## config.mk

```make
export PLATFORM = sky130hd
export DESIGN_NAME = rf_wb_arbiter
export DESIGN_NICKNAME = d
export VERILOG_FILES = /design/src/rtl/rf_wb_arbiter.sv
export SDC_FILE = /design/constraint.sdc
export NUM_CORES = 1
export LEC_CHECK = 0
export CAP_MARGIN = 25
export CORE_MARGIN = 2
export CORE_UTILIZATION = 38
export CTS_CLUSTER_SIZE = 8
export DETAILED_ROUTE_END_ITERATION = 10
export PLACE_DENSITY_LB_ADDON = 0.12
export SYNTH_ARGS = -nofsm -noshare
export SYNTH_HDL_FRONTEND = slang
export SYNTH_SLANG_ARGS = --single-unit
```

## constraint.sdc

```tcl
create_clock -name clk -period 1.84 [get_ports clk]
set_input_delay 0.184 -clock clk [delete_from_list [all_inputs] [get_ports clk]]
set_output_delay 0.184 -clock clk [all_outputs]
set_load 0.05 [all_outputs]
```

## src/rtl/rf_wb_arbiter.sv

```systemverilog
// ---------------------------------------------------------------------------
// rf_wb_arbiter
//
// Purpose:
//   Two-requester writeback arbiter for a single register-file write port.
//   Requester A is the ALU writeback and requester B is the load writeback.
//   When both requesters are valid, the grant alternates between them using
//   a round-robin pointer. The winning write is registered onto the rf_*
//   outputs, so there is one cycle from grant to rf_write.
//
// Handshake:
//   A transfer on requester X completes in the cycle where X_valid and
//   X_ready are both 1. X_ready is combinational from the valids, stall and
//   last_grant. At most one ready is high in a cycle. A requester must hold
//   valid, wreg and wdata stable until it is accepted; this block does not
//   check that.
//
// Ports:
//   clk                 clock; all state updates on its rising edge
//   rst                 asynchronous, active-high reset
//   a_valid/a_wreg/a_wdata  requester A request (1 / 5 / 32 bits)
//   a_ready             requester A accepted this cycle
//   b_valid/b_wreg/b_wdata  requester B request (1 / 5 / 32 bits)
//   b_ready             requester B accepted this cycle
//   stall               blocks every grant while high
//   rf_write/rf_wreg/rf_wdata  registered register-file write port
//   last_grant          round-robin pointer (0 = A last, 1 = B last)
//
// Optional feature (macro RF_WB_BYPASS_EN):
//   q_sreg/q_treg (in, 5), rf_sdata/rf_tdata (in, 32), q_sdata/q_tdata
//   (out, 32). This adds a combinational read bypass that forwards the
//   in-flight write to the two read ports.
// ---------------------------------------------------------------------------
module rf_wb_arbiter (
  input  logic        clk,
  input  logic        rst,
  input  logic        a_valid,
  input  logic [4:0]  a_wreg,
  input  logic [31:0] a_wdata,
  output logic        a_ready,
  input  logic        b_valid,
  input  logic [4:0]  b_wreg,
  input  logic [31:0] b_wdata,
  output logic        b_ready,
  input  logic        stall,
  output logic        rf_write,
  output logic [4:0]  rf_wreg,
  output logic [31:0] rf_wdata,
  output logic        last_grant
`ifdef RF_WB_BYPASS_EN
  ,
  input  logic [4:0]  q_sreg,
  input  logic [4:0]  q_treg,
  input  logic [31:0] rf_sdata,
  input  logic [31:0] rf_tdata,
  output logic [31:0] q_sdata,
  output logic [31:0] q_tdata
`endif
);

  // Registered state
  logic        r_rf_write;
  logic [4:0]  r_rf_wreg;
  logic [31:0] r_rf_wdata;
  logic        r_last_grant;

  // Grant decode
  logic        w_grant_a;
  logic        w_grant_b;
  logic        w_xfer;
  logic [4:0]  w_win_wreg;
  logic [31:0] w_win_wdata;
  logic        w_win_nonzero;

  // Grant logic. The reset term keeps both readies low while rst is high,
  // even though the pointer is already forced to 1 by then.
  always_comb begin
    w_grant_a = 1'b0;
    w_grant_b = 1'b0;
    if (!rst && !stall) begin
      if (a_valid && b_valid) begin
        // Contention: the requester that did not win last time goes next.
        w_grant_a = r_last_grant;
        w_grant_b = ~r_last_grant;
      end else begin
        w_grant_a = a_valid;
        w_grant_b = b_valid;
      end
    end
  end

  assign w_xfer        = w_grant_a | w_grant_b;
  assign w_win_wreg    = w_grant_b ? b_wreg  : a_wreg;
  assign w_win_wdata   = w_grant_b ? b_wdata : a_wdata;
  // r0 is hardwired. A write to r0 is accepted but never reaches the file.
  assign w_win_nonzero = (w_win_wreg != 5'd0);

  // Write-port register and round-robin pointer. A write to r0 and an idle
  // cycle both leave rf_wreg/rf_wdata at their last real write.
  always_ff @(posedge clk or posedge rst) begin
    if (rst) begin
      r_rf_write   <= 1'b0;
      r_rf_wreg    <= 5'd0;
      r_rf_wdata   <= 32'd0;
      r_last_grant <= 1'b1;
    end else begin
      r_rf_write <= w_xfer & w_win_nonzero;
      if (w_xfer && w_win_nonzero) begin
        r_rf_wreg  <= w_win_wreg;
        r_rf_wdata <= w_win_wdata;
      end
      if (w_xfer) begin
        r_last_grant <= w_grant_b;
      end
    end
  end

  assign a_ready    = w_grant_a;
  assign b_ready    = w_grant_b;
  assign rf_write   = r_rf_write;
  assign rf_wreg    = r_rf_wreg;
  assign rf_wdata   = r_rf_wdata;
  assign last_grant = r_last_grant;

`ifdef RF_WB_BYPASS_EN
  // Forward the write that is landing this cycle, so a reader does not see
  // the stale file contents for one cycle.
  logic w_hit_s;
  logic w_hit_t;

  assign w_hit_s = r_rf_write && (r_rf_wreg == q_sreg);
  assign w_hit_t = r_rf_write && (r_rf_wreg == q_treg);
  assign q_sdata = w_hit_s ? r_rf_wdata : rf_sdata;
  assign q_tdata = w_hit_t ? r_rf_wdata : rf_tdata;
`endif

endmodule
```

Figure 1. Sizing map (run 1).
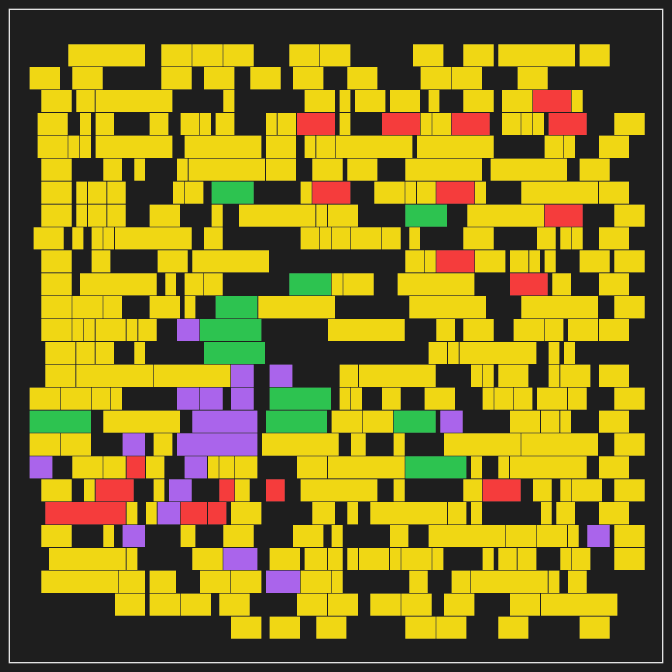
Green marks _6 and larger, cells 11. Red marks _2 cells, cells 18. Yellow marks _0 and _1 cells, cells 300. Purple marks _3 and _4 cells, cells 18.

Figure 2. Clock network drawn from the DEF (run 1).
Scale bar: 20 µm.
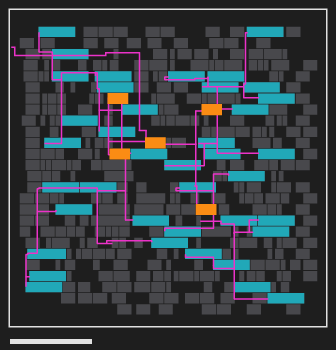
Orange marks clock drivers, count 5. Magenta marks clock wires, length 502 µm. Cyan marks flip-flops, count 39.
Position of the flops: spread over the die.

Figure 3. Register map, names as in the netlist (run 1).
Scale bar: 20 µm.
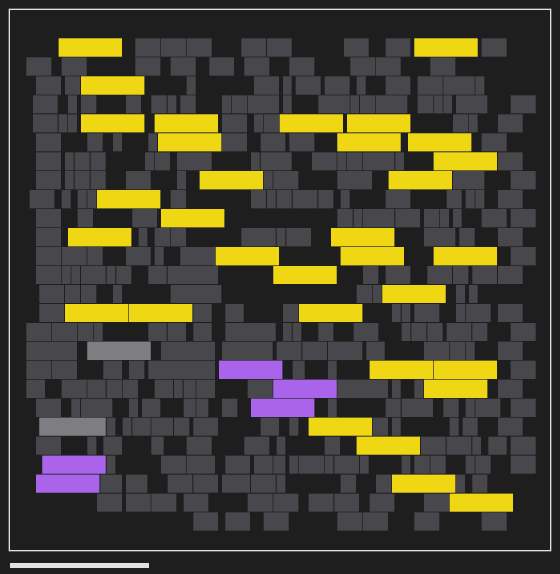
Yellow marks `rf_wdata`, flops 32. Purple marks `rf_wreg`, flops 5.
Another 2 sequential cells are not coloured.

Figure 4. Cell outlines without signal wires (run 1).
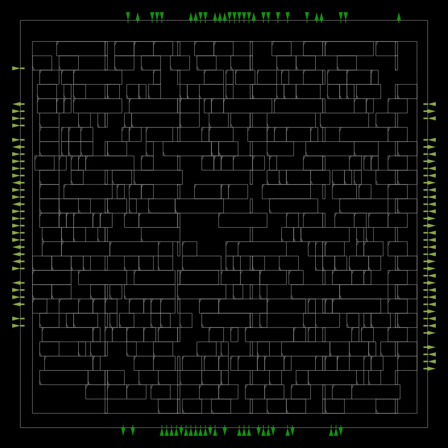
Rows: 26
final cell count without fillers: 417
post-layout util: 67.8%

==> flow_summary.yaml, run 1 <==
# generated from flow reports
detailed_routing:
  wirelength_mm: 6.31
  dr.max_layer_used: "met4"
  wire_per_inst_um: 15.1
  num_vias: 2162
  route.detailed.drc: 0
  drtIter0Drc: 128
synthesis:
  numSynthFlops: 39
  syn_area_per_cell_um2: 9.28
  ys_seq_share_pct: 47.7
  synthFlopType: "dfrtp_1"
  simple_gate_share_pct: 17.0
  largest_area_cell: "dfrtp_1"
  synth.distinct_cells: 29
  top_logic_kind: "AND-OR/OR-AND gates"
  synth-edff-count: 0
  yosys_cells: 221
  ys_area_um2: 2050
timing:
  worstMarginPinSlew_ps: 533
  setup_ws_ps: 62.9
  finalCriticalPeriod_ps: 1780
  rsz0062_at_grt: "no"
  slew_viol_final: 0
power_and_ir_drop:
  powerDensity_nw_per_um2: 909
die:
  die_w_um: 77.5
  core-area_um2: 5170
  fp.dieH_um: 77.5
grt:
  grt_max_degree: 27
  met2_usage_pct: 34.8
  grtUsageMet3_pct: 4.77
  use_met1_pct: 28.1
worst_setup_path:
  r2r-start: "last_grant"
  worstPathRequired_ps: 2000
  critPathLaunchType: "input pin"
  crit_path_cell_trace: "clkdlybuf4s50_1 -> or4_4 -> o311a_4 -> buf_12 -> o22ai_1 -> a31oi_1"
  path_class: "in2reg"
  critPathMaxStageDelay_ps: 580
  arrival_ps: 1940
  cp-endpoint: "rf_wdata[28]"
  r2r-end: "rf_wdata[28]"
finish:
  final_layout_top_logic_cells: "116 x clkdlybuf4s50_1, 68 x nand2_1, 38 x dfrtp_1, 32 x a31oi_1, 21 x o22ai_1"
  syn_to_final_growth_pct: 71.1
place:
  gp_congestion: 0.800
  post-dp-hpwl_mm: 4.58
  placed_cells: 409
clock_network:
  post_cts_buffers: 0
  clk_latency_ps: 280
  htree_num_levels: 2
  clk_pin_slew_worst_paths_ps: 80
run_status:
  outcome: "completed"
hold_path:
  hp-class: "in2async"
[run 1: cell type report]
| type | instances | area [µm²] |
|---|---|---|
| clock buffer | 7 | 76.3 |
| fill | 434 | 1660 |
| sequential | 39 | 977 |
| tap | 70 | 87.6 |
| timing repair buffer | 135 | 1380 |
| clock inverter | 1 | 5.00 |
| inverter | 3 | 15.0 |
| multi-input combinational | 162 | 968 |
[run 1: worst max-delay path, delay by kind of cell]
family                 cells  cell delay (ps)
AOI/OAI and AO/OA          3              560
buffers and inverters      2              600
and+or+nand+nor            1              580
[run 1: power breakdown]
part	total (W)	internal (W)	switching, W
clock	0.000556	0.000266	0.000289
combinational	0.00148	0.000610	0.000868
sequential	0.00116	0.00102	0.000134
==> run 2, diff against run 1 <==
GPL_TIMING_DRIVEN = 0   (was unset)
Figure 5. Sizing map (run 2).
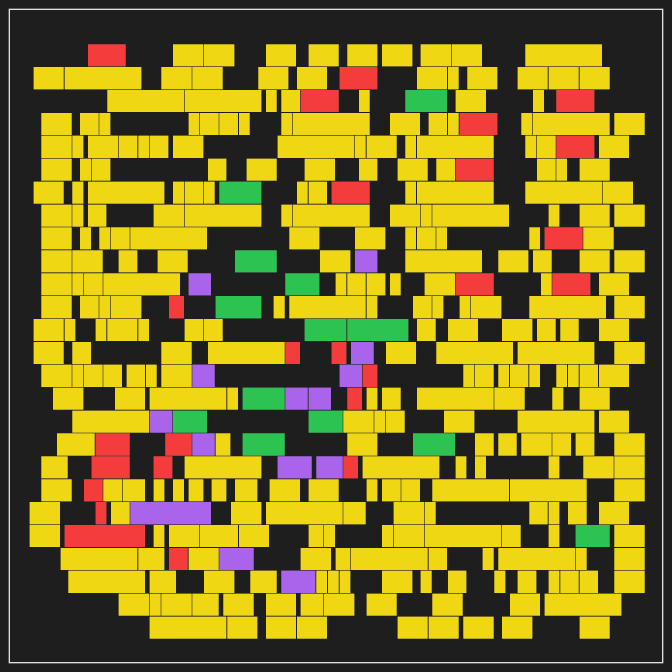
Green marks _6 and larger, cells 13. Purple marks _3 and _4 cells, cells 14. Yellow marks _0 and _1 cells, cells 300. Red marks _2 cells, cells 25.
fin worst setup slack: 74.8 ps
post-route cell area: 3510 µm²

Figure 6. Wire density map (run 2).
15 x 15 tiles, from dark blue (low) to red (high), scaled to the fullest tile. Values are wire area over tile area, all layers added.
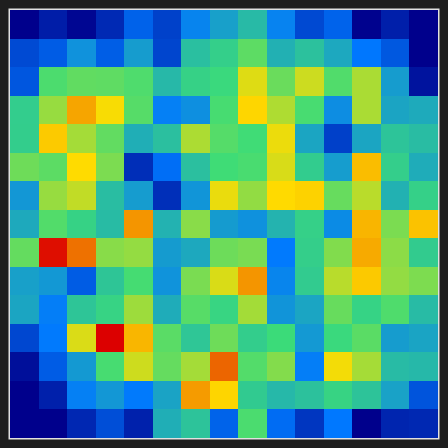
The densest ninth of the die: middle right. The mean over all tiles is 0.17. 4.0% of the tiles are nearly empty. 40% of the tiles are over half the peak.
Vias: 2205
Wirelength per Cell: 15.5 µm
Detailed Route WL: 6.53 mm

==> run 2 against run 1 <==
Die area unchanged. Final cell count increased by 1.2%. Fmax increased by 0.67%. Sequential power about the same. Count of clock-buffer cells in the layout increased by 1. Via count increased by 2.0%. First-iteration DRC count decreased by 45%. Power increased by 2.6%. Worst hold slack improved by 12 ps. Flip-flop count unchanged. Critical path depth increased by 1. Critical path type unchanged.
==> flow_summary.yaml, run 2 <==
# generated from flow reports
power_and_ir_drop:
  comb-power_w: 0.00147
  p_clk_w: 0.000645
  intPower_w: 0.00197
  p_sw_w: 0.00130
  swShare_pct: 39.9
  power_top_consumer: "combinational logic"
  pg_seq_w: 0.00115
  p_comb_share_pct: 45.0
  powerDensity_nw_per_um2: 932
finish:
  sh_comb_area_pct: 27.6
  final-comb-area_um2: 970
  final-nonclk-buf-share_pct: 38.8
  flops: 39
  fillCellCount: 433
  clk_share_pct: 2.85
  final_layout_top_logic_cells: "112 x clkdlybuf4s50_1, 67 x nand2_1, 38 x dfrtp_1, 32 x a31oi_1, 21 x o22ai_1"
  clockBufferCount: 8
  seq_share_pct: 27.8
  comb_cells: 162
  dominant_cells: "non-clock buffers"
die:
  die_w_um: 77.5
  rows: 26
  core-area_um2: 5170
  fp.dieH_um: 77.5
place:
  gp_congestion: 0.757
  placed_cells: 410
worst_setup_path:
  path_class: "in2reg"
  arrival_ps: 1910
  critPathLaunchType: "input pin"
clock_network:
  clk_latency_ps: 290
  post_cts_buffers: 4
grt:
  grt_max_degree: 40
  grtUsageMet3_pct: 6.16
  use_met1_pct: 28.6
  met2_usage_pct: 35.8
synthesis:
  numSynthFlops: 39
  syn_area_per_cell_um2: 9.28
  synth.distinct_cells: 29
  simple_gate_share_pct: 17.0
  top_logic_kind: "AND-OR/OR-AND gates"
  ys_area_um2: 2050
  largest_area_cell: "dfrtp_1"
  yosys_cells: 221
  synthFlopType: "dfrtp_1"
run_status:
  outcome: "completed"
timing:
  rsz0062_at_grt: "no"
  slew_viol_final: 0
detailed_routing:
  route.detailed.drc: 0
  drtIter0Drc: 71
-- run 2: final timing paths --
check / from / to / cells after the start
worst max-delay path: a_wreg[2] / rf_wdata[22] / 7
worst min-delay path: a_wreg[1] / rf_wreg[1] / 3
worst max register to register: last_grant / rf_wdata[22] / 6
worst min register to register: rf_wreg[4] / rf_wreg[4] / 1
max in group asynchronous: rst / rf_wdata[30] / 2
min in group asynchronous: rst / rf_write / 2
-- run 2: critical path, stage by stage --
cell and delay, ps:
clkdlybuf4s50_1 440, or4_4 460, o311a_1 330, buf_6 150, buf_12 140, o22ai_2 150, a31oi_1 60
-- run 2: stage by stage --
stage          total power, W  utilization (%)
3_3_place_gp          0.00261             64.4
2_1_floorplan         0.00204                -
3_5_place_dp          0.00263             64.4
5_1_grt               0.00343             67.9
6_report              0.00327             67.9
4_1_cts               0.00329             67.4
Power is estimated from default activity; no workload was simulated.
